Fig. 1: run 1, close-up of the layout
Window x 4 to 29, y 56 to 81 um. Cells in gray, sequential cells in the stronger gray; small squares are vias.
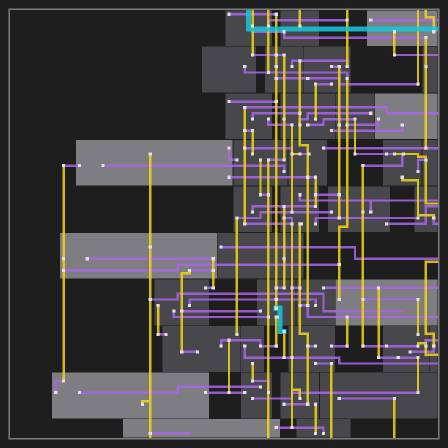
Fig. 2: run 1, sequential cells colored by instance or generate block
Drawn at 3 px/um.
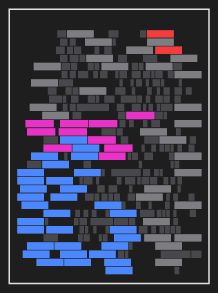
Fig. 3: run 1, drive-strength map
Drawn at 4 px/um.
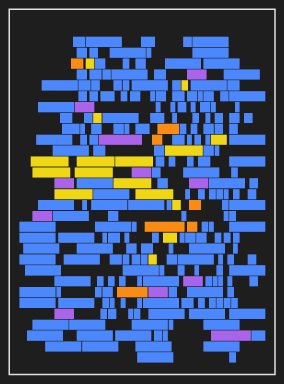
Fig. 4: run 1, track usage over the die
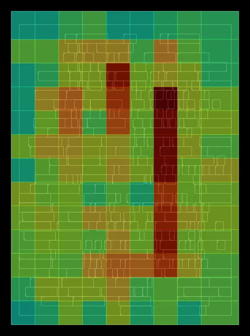
File: src/rtl/microwave_pkg.sv
// Shared state encoding, default timing constants and keypad decode helpers
// for the microwave cook sequencer.
package microwave_pkg;

  typedef enum logic [2:0] {
    StIdle  = 3'd0,
    StSet   = 3'd1,
    StCook  = 3'd2,
    StPause = 3'd3,
    StDone  = 3'd4
  } state_e;

  localparam int unsigned DefaultTicksPerSec = 100;
  localparam int unsigned DefaultBeepSecs    = 3;

  function automatic logic is_onehot10(input logic [9:0] v);
    return (v != 10'd0) && ((v & (v - 10'd1)) == 10'd0);
  endfunction

  function automatic logic [3:0] onehot_to_bcd(input logic [9:0] v);
    logic [3:0] r;
    r = 4'd0;
    for (int i = 0; i < 10; i++) begin
      if (v[i]) r = 4'(i);
    end
    return r;
  endfunction

endpackage

File: src/rtl/btn_sync.sv
// Two-flop synchronizer with a third history flop for press-edge detection.
// Edges are suppressed until the pipeline holds real samples after reset.
module btn_sync #(
  parameter int unsigned       Width     = 1,
  parameter logic [Width-1:0]  IdleLevel = '0
) (
  input  logic             clk,
  input  logic             resetn,
  input  logic [Width-1:0] din,
  output logic [Width-1:0] level,
  output logic [Width-1:0] prev,
  output logic [Width-1:0] press,
  output logic             valid
);

  logic [Width-1:0] s1_q, s2_q, s3_q;
  logic [2:0]       fill_q;

  always_ff @(posedge clk or negedge resetn) begin
    if (!resetn) begin
      s1_q   <= IdleLevel;
      s2_q   <= IdleLevel;
      s3_q   <= IdleLevel;
      fill_q <= 3'b000;
    end else begin
      s1_q   <= din;
      s2_q   <= s1_q;
      s3_q   <= s2_q;
      fill_q <= {fill_q[1:0], 1'b1};
    end
  end

  // An input held active across reset release never looks like a fresh press.
  assign valid = fill_q[2];
  assign level = s2_q;
  assign prev  = s3_q;
  assign press = {Width{valid}} & ~(s3_q ^ IdleLevel) & (s2_q ^ IdleLevel);

endmodule

File: src/rtl/cook_sequencer.sv
// Microwave control sequencer: keypad entry, start/stop/clear handling,
// cook prescaler producing second ticks, and end-of-cook beep.
module cook_sequencer
  import microwave_pkg::*;
#(
  parameter int unsigned TICKS_PER_SEC = DefaultTicksPerSec,
  parameter int unsigned BEEP_SECS     = DefaultBeepSecs
) (
  input  logic       clk,
  input  logic       resetn,
  input  logic [9:0] keypad,
  input  logic       startn,
  input  logic       stopn,
  input  logic       clearn,
  input  logic       door_closed,
  input  logic       timer_zero,
  output logic       load,
  output logic [3:0] load_mins,
  output logic [3:0] load_tens,
  output logic [3:0] load_ones,
  output logic       timer_clear,
  output logic       sec_tick,
  output logic       mag_on,
  output logic       beep,
  output logic [2:0] state
);

  localparam int unsigned BeepCycles = BEEP_SECS * TICKS_PER_SEC;
  localparam int unsigned PreMax     = (BeepCycles > TICKS_PER_SEC) ? BeepCycles : TICKS_PER_SEC;
  localparam int unsigned PW         = $clog2(PreMax + 1);
  localparam logic [PW-1:0] TickLast = PW'(TICKS_PER_SEC - 1);
  localparam logic [PW-1:0] BeepLast = PW'(BeepCycles - 1);

  logic [2:0] btn_level, btn_prev, btn_press;
  logic       btn_valid;
  logic       door_level, door_prev, door_press, door_valid;
  logic [9:0] key_level, key_prev, key_press;
  logic       key_valid;

  btn_sync #(.Width(3), .IdleLevel(3'b111)) u_btn_sync (
    .clk    (clk),
    .resetn (resetn),
    .din    ({clearn, stopn, startn}),
    .level  (btn_level),
    .prev   (btn_prev),
    .press  (btn_press),
    .valid  (btn_valid)
  );

  btn_sync #(.Width(1), .IdleLevel(1'b0)) u_door_sync (
    .clk    (clk),
    .resetn (resetn),
    .din    (door_closed),
    .level  (door_level),
    .prev   (door_prev),
    .press  (door_press),
    .valid  (door_valid)
  );

  btn_sync #(.Width(10), .IdleLevel(10'd0)) u_key_sync (
    .clk    (clk),
    .resetn (resetn),
    .din    (keypad),
    .level  (key_level),
    .prev   (key_prev),
    .press  (key_press),
    .valid  (key_valid)
  );

  logic unused_sync;
  assign unused_sync = ^{btn_level, btn_prev, btn_valid, door_prev, door_press, door_valid,
                         key_press};

  logic       start_press, stop_press, clear_press, digit_press;
  logic [3:0] digit;

  assign start_press = btn_press[0];
  assign stop_press  = btn_press[1];
  assign clear_press = btn_press[2];
  // Only a transition from no key to exactly one key counts as a digit.
  assign digit_press = key_valid && (key_prev == 10'd0) && is_onehot10(key_level);
  assign digit       = onehot_to_bcd(key_level);

  state_e        state_q;
  logic [3:0]    mins_q, tens_q, ones_q;
  logic [PW-1:0] presc_q;
  logic          load_q, clr_q, tick_q, beep_q;
  logic          entry_nonzero;

  assign entry_nonzero = (mins_q != 4'd0) || (tens_q != 4'd0) || (ones_q != 4'd0);

  always_ff @(posedge clk or negedge resetn) begin
    if (!resetn) begin
      state_q <= StIdle;
      mins_q  <= 4'd0;
      tens_q  <= 4'd0;
      ones_q  <= 4'd0;
      presc_q <= '0;
      load_q  <= 1'b0;
      clr_q   <= 1'b0;
      tick_q  <= 1'b0;
      beep_q  <= 1'b0;
    end else begin
      load_q <= 1'b0;
      clr_q  <= 1'b0;
      tick_q <= 1'b0;
      if (clear_press) begin
        mins_q  <= 4'd0;
        tens_q  <= 4'd0;
        ones_q  <= 4'd0;
        presc_q <= '0;
        clr_q   <= 1'b1;
        beep_q  <= 1'b0;
        state_q <= StIdle;
      end else if (state_q == StCook && timer_zero) begin
        mins_q  <= 4'd0;
        tens_q  <= 4'd0;
        ones_q  <= 4'd0;
        presc_q <= '0;
        beep_q  <= 1'b1;
        state_q <= StDone;
      end else if (state_q == StCook && (stop_press || !door_level)) begin
        state_q <= StPause;
      end else begin
        case (state_q)
          StIdle, StSet: begin
            if (start_press) begin
              if (state_q == StSet && door_level && entry_nonzero) begin
                load_q  <= 1'b1;
                presc_q <= '0;
                state_q <= StCook;
              end
            end else if (digit_press) begin
              mins_q  <= tens_q;
              tens_q  <= ones_q;
              ones_q  <= digit;
              state_q <= StSet;
            end
          end
          StCook: begin
            if (presc_q == TickLast) begin
              presc_q <= '0;
              tick_q  <= 1'b1;
            end else begin
              presc_q <= presc_q + PW'(1);
            end
          end
          StPause: begin
            if (start_press && door_level) state_q <= StCook;
          end
          StDone: begin
            if (start_press || stop_press || !door_level || presc_q == BeepLast) begin
              presc_q <= '0;
              beep_q  <= 1'b0;
              state_q <= StIdle;
            end else begin
              presc_q <= presc_q + PW'(1);
            end
          end
          default: state_q <= StIdle;
        endcase
      end
    end
  end

  assign load        = load_q;
  assign load_mins   = mins_q;
  assign load_tens   = tens_q;
  assign load_ones   = ones_q;
  assign timer_clear = clr_q;
  assign sec_tick    = tick_q;
  assign beep        = beep_q;
  assign state       = state_q;
  // Raw door term lets an opening door cut the magnetron before synchronization.
  assign mag_on      = (state_q == StCook) && door_level && door_closed;

endmodule
File: config.mk
export PLATFORM = sky130hd
export DESIGN_NAME = cook_sequencer
export DESIGN_NICKNAME = d
export VERILOG_FILES = /design/src/rtl/microwave_pkg.sv /design/src/rtl/btn_sync.sv /design/src/rtl/cook_sequencer.sv
export SDC_FILE = /design/constraint.sdc
export NUM_CORES = 1
export LEC_CHECK = 0
export CORE_ASPECT_RATIO = 1.4
export CORE_MARGIN = 2
export CORE_UTILIZATION = 52
export CTS_CLUSTER_SIZE = 28
export DETAILED_ROUTE_END_ITERATION = 7
export DONT_BUFFER_PORTS = 1
export PLACE_DENSITY = 0.65
export SKIP_CTS_REPAIR_TIMING = 1
export SYNTH_ARGS = -nofsm -noshare
export SYNTH_HDL_FRONTEND = slang
export SYNTH_SLANG_ARGS = --single-unit
File: constraint.sdc
create_clock -name clk -period 3.5 [get_ports clk]
set_clock_uncertainty 0.05 [all_clocks]
set_input_delay 0.525 -clock clk [delete_from_list [all_inputs] [get_ports clk]]
set_output_delay 0.525 -clock clk [all_outputs]
set_load 0.02 [all_outputs]
==> qor.yml, run 1 <==
synthesis:
  netlist_top_cells_count: "dfrtp_1, nand2_1, nand3_1, o21ai_0, dfstp_2"
  yosysTopAreaCellShare_pct: 56.17
  ys_top_logic_family: "simple AND/OR/NAND/NOR gates"
  ys_cells: 235
  ys.flops: 72
  yosys_area_sq_um: 2806
  syn_area_per_cell_sq_um: 11.94
floorplan:
  core.rowCount: 31
  dieWidth_um: 66.09
  ioPinCount: 37
clock_network:
  clkLatencyLatePin_ns: 0.34
  clk_root_buffer_cell: "clkbuf_8"
  cts-buffers-inserted: 9
  clock_sinks: 72
  clk_path_buf_depth: 2
grt:
  grt_pass1_wl_um: 8273
  grt-ovfl-total: 0
final_timing:
  relSlewSlack_pct: 27.46
  rsz0062_at_grt: "no"
  fmax_mhz: 397.7
  fin_crit_sh_pct: 71.84
routing:
  ant_nets: 0
  drt_iter0_drc: 153
  wirelength_um: 5082
  vias: 1826
status:
  status: "completed"
final_layout:
  diodes: 0
  drive_above_1_share_pct: 13.65
  postLayoutCellArea_sq_um: 3105
setup_path:
  start_kind: "flip-flop"
  cp_max_fo: 24
  critical_path.slowest_cell: "or4_1"
placed_design:
  globalplace.congestion: 0.8666
  dp.cells: 297
pwr:
  leakage_nw: 1.292
  ir_drop_uv: 385.8
flow_run:
  openroad.warnings: 26
About Fig. 1:
Key: purple = M1; cyan = M3; yellow = M2
32 logic cells have their middle in the window. Netlist names of flops here include presc_q (4). Sequential cells in the window: 4.

About Fig. 2:
Key: red = u_door_sync [flops 2]; blue = u_key_sync [flops 32]; magenta = u_btn_sync [flops 10]
Another 28 sequential cells are not colored.

About Fig. 3:
Key: orange = x3 and x4 [cells 7]; purple = x6 and larger [cells 11]; blue = x1 and smaller [cells 215]; yellow = x2 [cells 16]

About Fig. 4:
Core Util, Final: 59.75%
grt met1 use: 23.39%

run 1: worst max-delay path: cells and delay by family (launching register included):
family | cells | cell delay, ns
AOI/OAI and AO/OA | 2 | 0.54
DFF | 1 | 0.47
and+or+nand+nor | 4 | 1.38
run 1: final timing paths:
path,start,end,cells past startpoint
max,u_key_sync.level[3]$_DFF_PN0_,load_ones[2]$_DFFE_PN0P_,6
min in group asynchronous,resetn,load_tens[1]$_DFFE_PN0P_,2
min,clearn,u_btn_sync.s1_q[2]$_DFF_PN1_,0
max reg2reg,u_key_sync.level[3]$_DFF_PN0_,load_ones[2]$_DFFE_PN0P_,6
min reg2reg,u_key_sync.fill_q[1]$_DFF_PN0_,u_btn_sync.fill_q[2]$_DFF_PN0_,0
max in group asynchronous,resetn,u_btn_sync.level[1]$_DFF_PN1_,2
run 1: power by group:
| group | internal, mW | leakage, nW | switching [mW] |
|---|---|---|---|
| registers | 0.885 | 0.889 | 0.0774 |
| clock network | 0.330 | 0.0935 | 0.293 |
| logic | 0.0907 | 0.309 | 0.141 |
| total | 1.31 | 1.29 | 0.511 |
run 1: cells in the final DEF, fill, tap and decap left out, types with 5 or more instances in the layout:
cell type	count
o31ai_1	5
dfstp_2	9
a22o_1	6
and3_1	5
nor2_1	8
clkbuf_8	9
nor3_1	7
o21ai_0	14
o21bai_1	5
nor4_1	7
dfrtp_1	63
nand2_1	27
nand3_1	16
a21oi_1	5
nor2b_1	8
run 1: layer usage:
metal	GRT usage (%)	routed length [um]
met1	23.39	2216
met5	0	0
met4	10.03	86
met2	28.50	2543
met3	4.613	235
run 1: layout make-up:
cell class	instances	area (sq um)
well taps	66	82.58
multi-input cells	154	958.4
flip-flops and latches	72	1813
clock inverters	5	60.06
inverters	4	15.01
clock buffers	11	131.4
repair buffers	3	45.04
fillers	454	2092
## Run 2: what changed since run 1
--- a/config.mk
+++ b/config.mk
@@ -11,7 +11,7 @@
 export CTS_CLUSTER_SIZE = 28
 export DETAILED_ROUTE_END_ITERATION = 7
 export DONT_BUFFER_PORTS = 1
-export PLACE_DENSITY = 0.65
+export PLACE_DENSITY = 0.68
 export SKIP_CTS_REPAIR_TIMING = 1
 export SYNTH_ARGS = -nofsm -noshare
 export SYNTH_HDL_FRONTEND = slang
==> constraint.sdc (replaced) <==
create_clock -name clk -period 2.1 [get_ports clk]
set_clock_uncertainty 0.05 [all_clocks]
set_input_delay 0.315 -clock clk [delete_from_list [all_inputs] [get_ports clk]]
set_output_delay 0.315 -clock clk [all_outputs]
set_load 0.02 [all_outputs]
Fig. 5: run 2, close-up of the layout
Window x 4 to 29, y 56 to 81 um. Cells in gray, sequential cells in the stronger gray; small squares are vias.
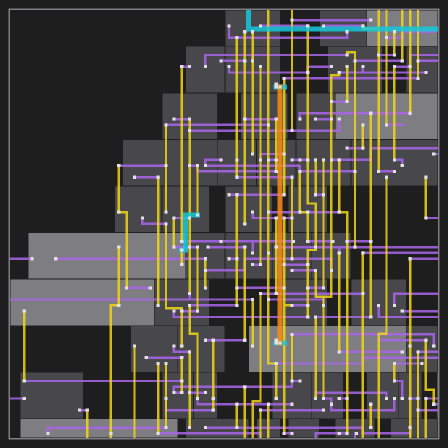
Key: cyan = M3; orange = M4; yellow = M2; purple = M1
39 logic cells have their middle in the window. Most frequent: buf_4 (6), a22o_1 (5). Sequential cells in the window: 4. Netlist names of flops here include presc_q (4).

==> qor.yml, run 2 <==
final_layout:
  clk_share_pct: 4.792  # was 6.164%
  comb_area_sq_um: 1020  # was 958.4 sq um
  clkbuf_count: 10  # was 11
  drive_above_1_share_pct: 29.08  # was 13.65%
  fillers: 400  # was 454
  largestClassByArea: "registers"  # unchanged
  layout.nonclk_buf_share_pct: 13.89  # was 1.450%
  diodes: 0  # unchanged
  final_common_cell: "dfrtp_1"  # unchanged
  most-common-layout-cells: "dfrtp_1, buf_4, nand2_1, nand3_1, dlygate4sd3_1"  # was dfrtp_1, nand2_1, nand3_1, o21ai_0
  comb_share_pct: 28.30  # was 30.86%
pwr:
  ir_drop_uv: 545.9  # was 385.8 uV
  leakage_nw: 1.564  # was 1.292 nW
routing:
  ant_nets: 0  # unchanged
  drt_iter0_drc: 142  # was 153
  wirelength_um: 5744  # was 5082 um
final_timing:
  setup_viol: 11  # was 0
  rsz0062_at_grt: "yes"  # was no
  fin_crit_sh_pct: 106.2  # was 71.84%
  setup_slack_ns: -0.1308  # was 0.9856 ns
flow_run:
  openroad.warnings: 27  # was 26
setup_path:
  reg2reg_from: "presc_q[1]$_DFFE_PN0P_"  # was u_key_sync.level[3]$_DFF_PN0_
  r2r-end: "presc_q[3]$_DFFE_PN0P_"  # was load_ones[2]$_DFFE_PN0P_
  cp_max_fo: 5  # was 24
  reg2reg_depth: 7  # was 6
  crit_end: "presc_q[3]$_DFFE_PN0P_"  # was load_ones[2]$_DFFE_PN0P_
  critical_path.slowest_cell: "or4b_4"  # was or4_1
  start_kind: "flip-flop"  # unchanged
floorplan:
  dieWidth_um: 66.09  # unchanged
  ioPinCount: 37  # unchanged
synthesis:
  ys.flops: 72  # unchanged
  yosysTopAreaCellShare_pct: 56.17  # unchanged
  ys_top_logic_family: "simple AND/OR/NAND/NOR gates"  # unchanged
placed_design:
  dp.cells: 337  # was 297
status:
  violations: "setup timing"
  status: "finished, violations left"  # was completed
clock_network:
  clkLatencyLatePin_ns: 0.34  # about the same
  cts-buffers-inserted: 9  # unchanged
  clk_path_buf_depth: 2  # unchanged
  clock_sinks: 72  # unchanged
grt:
  grt_pass1_wl_um: 9108  # was 8273 um
run 2: how the worst min path moves through the flow:
stage          slack [ns]  depth (start not counted)                      endpoint        from
2_1_floorplan       -0.03                          0              beep$_DFFE_PN0P_      resetn
4_1_cts             -0.41                          0  u_key_sync.prev[8]$_DFF_PN0_      resetn
3_3_place_gp        -0.03                          0      load_tens[1]$_DFFE_PN0P_      resetn
3_5_place_dp        -0.03                          0      load_mins[1]$_DFFE_PN0P_      resetn
6_report             0.13                          2          state[2]$_DFFE_PN0P_  timer_zero
5_1_grt              0.14                          2              beep$_DFFE_PN0P_  timer_zero
run 2: critical path: cells and delay by family (launching register included):
| kind | cells | cell delay [ns] |
|---|---|---|
| fa+ha+maj | 1 | 0.20 |
| compound gates | 3 | 0.46 |
| simple gates | 3 | 1.02 |
| flops | 1 | 0.37 |
run 2: metal layers:
metal,up-vias,GRT usage [%],part of all wire (%)
li1,992,-,-
met5,-,0,0
met4,0,9.184,1.7
met1,995,24.45,41
met2,50,32.50,53
met3,9,6.110,4.6
run 2: stage by stage:
step / hold WS, ns / util [%]
after floorplan: -0.03059 / -
after global placement: -0.02860 / 61.36
after detailed placement: -0.02908 / 61.36
after CTS: -0.4135 / 64.68
after global routing: 0.1400 / 69.33
final: 0.1328 / 69.33
run 2: cells by family (layout without fill, tap and decap cells):
| family | after synthesis | in the layout |
|---|---|---|
| other cells | 1 | 1 |
| fa+ha+maj | 1 | 1 |
| xor+xnor | 1 | 1 |
| compound gates | 54 | 55 |
| flops | 72 | 72 |
| buf+inv | 9 | 79 |
| simple gates | 97 | 97 |
run 2: power by group:
| group | internal, mW | switching, mW |
|---|---|---|
| combinational | 0.286 | 0.330 |
| sequential | 1.48 | 0.0756 |
| clock | 0.432 | 0.514 |
Power is estimated from default activity; no workload was simulated.
